==> src/rtl/dmem_port_arbiter.sv <==
// Single-port dmem arbiter: the processor shares the port with a one-entry sensor
// sample writer and a periodic LED-command fetch sequencer. Starved peripherals preempt.
module dmem_port_arbiter #(
  parameter logic [11:0] SENSOR_BASE    = 12'hF00,
  parameter logic [11:0] LED_BASE       = 12'hF10,
  parameter int          REFRESH_PERIOD = 1000,
  parameter int          STARVE_LIMIT   = 8
) (
  input  logic         clock,
  input  logic         reset,
  input  logic         proc_req,
  input  logic         proc_wren,
  input  logic [11:0]  proc_addr,
  input  logic [31:0]  proc_d,
  output logic [31:0]  proc_q,
  output logic         proc_stall,
  input  logic         sens_valid,
  input  logic [8:0]   sens_data,
  output logic         sens_ready,
  output logic [11:0]  address_dmem,
  output logic [31:0]  d_dmem,
  output logic         wren_dmem,
  input  logic [31:0]  q_dmem,
  output logic [143:0] led_commands,
  output logic         led_update
);

  localparam int            RW           = $clog2(REFRESH_PERIOD);
  localparam logic [RW-1:0] REFRESH_LAST = RW'(REFRESH_PERIOD - 1);
  localparam logic [3:0]    STARVE_THR   = 4'(STARVE_LIMIT);

  typedef enum logic [1:0] {LED_IDLE, LED_FETCH, LED_DRAIN} led_state_t;
  typedef enum logic [1:0] {GNT_NONE, GNT_SENS, GNT_LED, GNT_PROC} grant_t;

  function automatic logic [3:0] sat_inc4(input logic [3:0] v);
    return (v == 4'hF) ? v : v + 4'd1;
  endfunction

  led_state_t    r_state, w_state_nxt;
  logic [2:0]    r_idx, w_idx_nxt;
  logic [RW-1:0] r_refresh, w_refresh_nxt;
  logic [3:0]    r_sens_wait, r_led_wait;
  logic          r_sbuf_full;
  logic [8:0]    r_sbuf_data;
  logic          r_rd_pend;
  logic [2:0]    r_rd_idx;
  logic [31:0]   r_shadow [0:3];
  logic [143:0]  r_led_commands;
  logic          r_led_update;
  logic [11:0]   r_addr_hold;
  logic [31:0]   r_d_hold;

  grant_t        w_grant;
  logic          w_sens_req, w_led_req, w_accept, w_capture_last;
  logic [11:0]   w_addr;
  logic [31:0]   w_d;
  logic          w_wren;

  assign w_sens_req     = r_sbuf_full;
  assign w_led_req      = (r_state == LED_FETCH);
  assign w_accept       = sens_valid & ~r_sbuf_full;
  assign w_capture_last = r_rd_pend & (r_rd_idx == 3'd4);

  // Starved peripherals first, then the processor, then ordinary peripheral traffic.
  always_comb begin
    w_grant = GNT_NONE;
    if (!reset)
      w_grant = GNT_NONE;
    else if (w_sens_req && (r_sens_wait >= STARVE_THR))
      w_grant = GNT_SENS;
    else if (w_led_req && (r_led_wait >= STARVE_THR))
      w_grant = GNT_LED;
    else if (proc_req)
      w_grant = GNT_PROC;
    else if (w_sens_req)
      w_grant = GNT_SENS;
    else if (w_led_req)
      w_grant = GNT_LED;
  end

  always_comb begin
    w_addr = r_addr_hold;
    w_d    = r_d_hold;
    w_wren = 1'b0;
    case (w_grant)
      GNT_SENS: begin
        w_addr = SENSOR_BASE;
        w_d    = {23'b0, r_sbuf_data};
        w_wren = 1'b1;
      end
      GNT_LED:  w_addr = LED_BASE + {9'b0, r_idx};
      GNT_PROC: begin
        w_addr = proc_addr;
        w_d    = proc_d;
        w_wren = proc_wren;
      end
      default: ;
    endcase
  end

  always_comb begin
    w_state_nxt   = r_state;
    w_idx_nxt     = r_idx;
    w_refresh_nxt = r_refresh;
    case (r_state)
      LED_IDLE: begin
        if (r_refresh == REFRESH_LAST) begin
          w_state_nxt   = LED_FETCH;
          w_idx_nxt     = 3'd0;
          w_refresh_nxt = '0;
        end else begin
          w_refresh_nxt = r_refresh + RW'(1);
        end
      end
      LED_FETCH: begin
        if (w_grant == GNT_LED) begin
          if (r_idx == 3'd4) w_state_nxt = LED_DRAIN;
          else               w_idx_nxt   = r_idx + 3'd1;
        end
      end
      LED_DRAIN: if (w_capture_last) w_state_nxt = LED_IDLE;
      default:   w_state_nxt = LED_IDLE;
    endcase
  end

  always_ff @(posedge clock or negedge reset) begin
    if (!reset) begin
      r_state        <= LED_IDLE;
      r_idx          <= 3'd0;
      r_refresh      <= '0;
      r_sens_wait    <= 4'd0;
      r_led_wait     <= 4'd0;
      r_sbuf_full    <= 1'b0;
      r_rd_pend      <= 1'b0;
      r_rd_idx       <= 3'd0;
      r_led_commands <= '0;
      r_led_update   <= 1'b0;
      r_addr_hold    <= 12'd0;
      r_d_hold       <= 32'd0;
    end else begin
      r_state     <= w_state_nxt;
      r_idx       <= w_idx_nxt;
      r_refresh   <= w_refresh_nxt;
      r_sens_wait <= (w_grant == GNT_SENS) ? 4'd0 :
                     (w_sens_req ? sat_inc4(r_sens_wait) : r_sens_wait);
      r_led_wait  <= (w_grant == GNT_LED) ? 4'd0 :
                     (w_led_req ? sat_inc4(r_led_wait) : r_led_wait);
      if (w_grant == GNT_SENS) r_sbuf_full <= 1'b0;
      else if (w_accept)       r_sbuf_full <= 1'b1;
      r_rd_pend <= (w_grant == GNT_LED);
      if (w_grant == GNT_LED) r_rd_idx <= r_idx;
      r_led_update <= w_capture_last;
      if (w_capture_last)
        r_led_commands <= {q_dmem[15:0], r_shadow[3], r_shadow[2], r_shadow[1], r_shadow[0]};
      r_addr_hold <= w_addr;
      r_d_hold    <= w_d;
    end
  end

  // Shadow words 0..3 are rewritten every sequence before publication, so no reset is needed.
  always_ff @(posedge clock) begin
    if (r_rd_pend && !r_rd_idx[2]) r_shadow[r_rd_idx[1:0]] <= q_dmem;
    if (w_accept) r_sbuf_data <= sens_data;
  end

  assign proc_q       = q_dmem;
  assign proc_stall   = proc_req & (w_grant != GNT_PROC);
  assign sens_ready   = ~r_sbuf_full;
  assign address_dmem = w_addr;
  assign d_dmem       = w_d;
  assign wren_dmem    = w_wren;
  assign led_commands = r_led_commands;
  assign led_update   = r_led_update;

endmodule

==> config.mk <==
export PLATFORM = sky130hd
export DESIGN_NAME = dmem_port_arbiter
export DESIGN_NICKNAME = d
export VERILOG_FILES = /design/src/rtl/dmem_port_arbiter.sv
export SDC_FILE = /design/constraint.sdc
export NUM_CORES = 1
export LEC_CHECK = 0
export CELL_PAD_IN_SITES_DETAIL_PLACEMENT = 1
export CELL_PAD_IN_SITES_GLOBAL_PLACEMENT = 1
export CORE_MARGIN = 2
export CORE_UTILIZATION = 44
export DETAILED_ROUTE_END_ITERATION = 8
export PLACE_DENSITY_LB_ADDON = 0.05
export SLEW_MARGIN = 20
export SYNTH_ARGS = -nofsm -noshare
export SYNTH_HDL_FRONTEND = slang
export SYNTH_SLANG_ARGS = --single-unit
==> constraint.sdc <==
create_clock -name clock -period 7.18 [get_ports clock]
set_clock_uncertainty 0.15 [all_clocks]
set_input_delay 1.436 -clock clock [delete_from_list [all_inputs] [get_ports clock]]
set_output_delay 1.436 -clock clock [all_outputs]
set_load 0.02 [all_outputs]
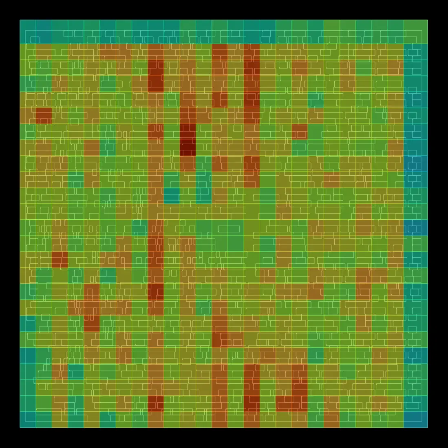
Figure 1: routing congestion map.
GR Util met3: 4.74%
met1 usage: 25.6%

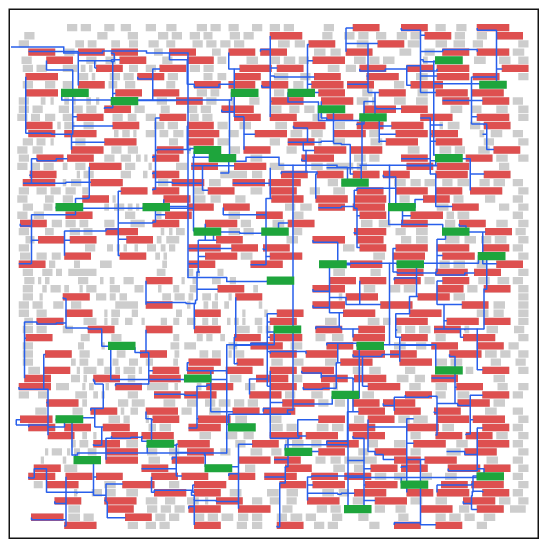
Figure 2: clock network drawn from the DEF.
(3 px per um)
Key: clock wires = blue [length 4,190 um]; clock drivers = green [count 37]; flip-flops = red [count 354]
Position of the flops: spread over the die.

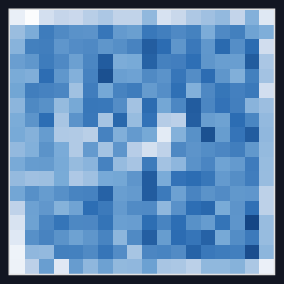
Figure 3: cell density map.
(1.5 px per um) 18 x 18 tiles, from white (low) to dark blue (high), 0 to 100% covered.
The mean over all tiles is 55%. 9.3% of the tiles are over 75% full. The fullest tile reaches 91%. 0.30% of the tiles are nearly empty.

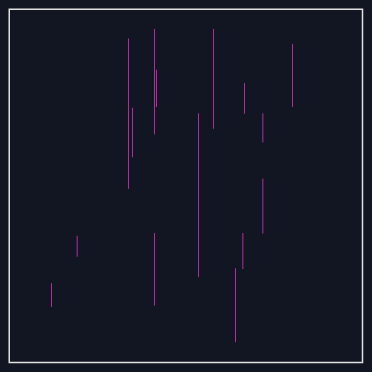
Figure 4: signal wires on met4.
(2 px per um)
The layer carries 501 um of wire. The wires run mostly vertical. The layer holds 1.6% of the routed length. 8 nets have wire on it. The longest straight run is 81.6 um.

==> results_slide.txt <==
Synthesis and Place & Route Summary

Status
  • Status: complete, no violations

Logic synthesis
  • Yosys cell types: 57
  • Mux frac, synth: 13.3%
  • AND/OR/NAND/NOR Cells, Area Fraction: 3.69%
  • Synth area leader: dfrtp_1
  • Yosys stat cell total: 766
  • XOR-XNOR Cells, Area Fraction: 0.606%

Placement
  • GPL Wtd Cong: 0.749
  • Placed cell count: 1,408

Clock network
  • Htree depth: 2
  • CTS tree: built
  • Clk buf depth: 3
  • Setup bufs post-CTS: 0

Worst setup path
  • Critical path's largest stage delay: 0.69 ns
  • Reg2reg path depth: 3
  • Crit path capture: address_dmem[4]
  • CP delay by family, top: buffers and inverters

Timing
  • Final setup margin: 1.36 ns
  • Part of the cycle the worst path needs: 81.1%
  • Setup TNS: 0 ns

Detailed routing
  • DRC: 0
  • WL/cell: 20.7 um

Power and ir drop
  • Register share of total power: 39.7%
  • Peak supply drop: 211 uV
  • Total power: 7.53 mW
  • Internal power: 5.12 mW

Run
  • Max-Cap Viols: 0

Die
  • DIE AREA: 30,900 sq um
  • Die H: 176 um
  • Tap Cells: 384

Final layout
  • Max reg flops: 144
  • Final instance area: 17,500 sq um

Hold path
  • Hold WC Path Type: reg2reg
Power figures rest on the tool's default switching activity, not on a simulated workload.
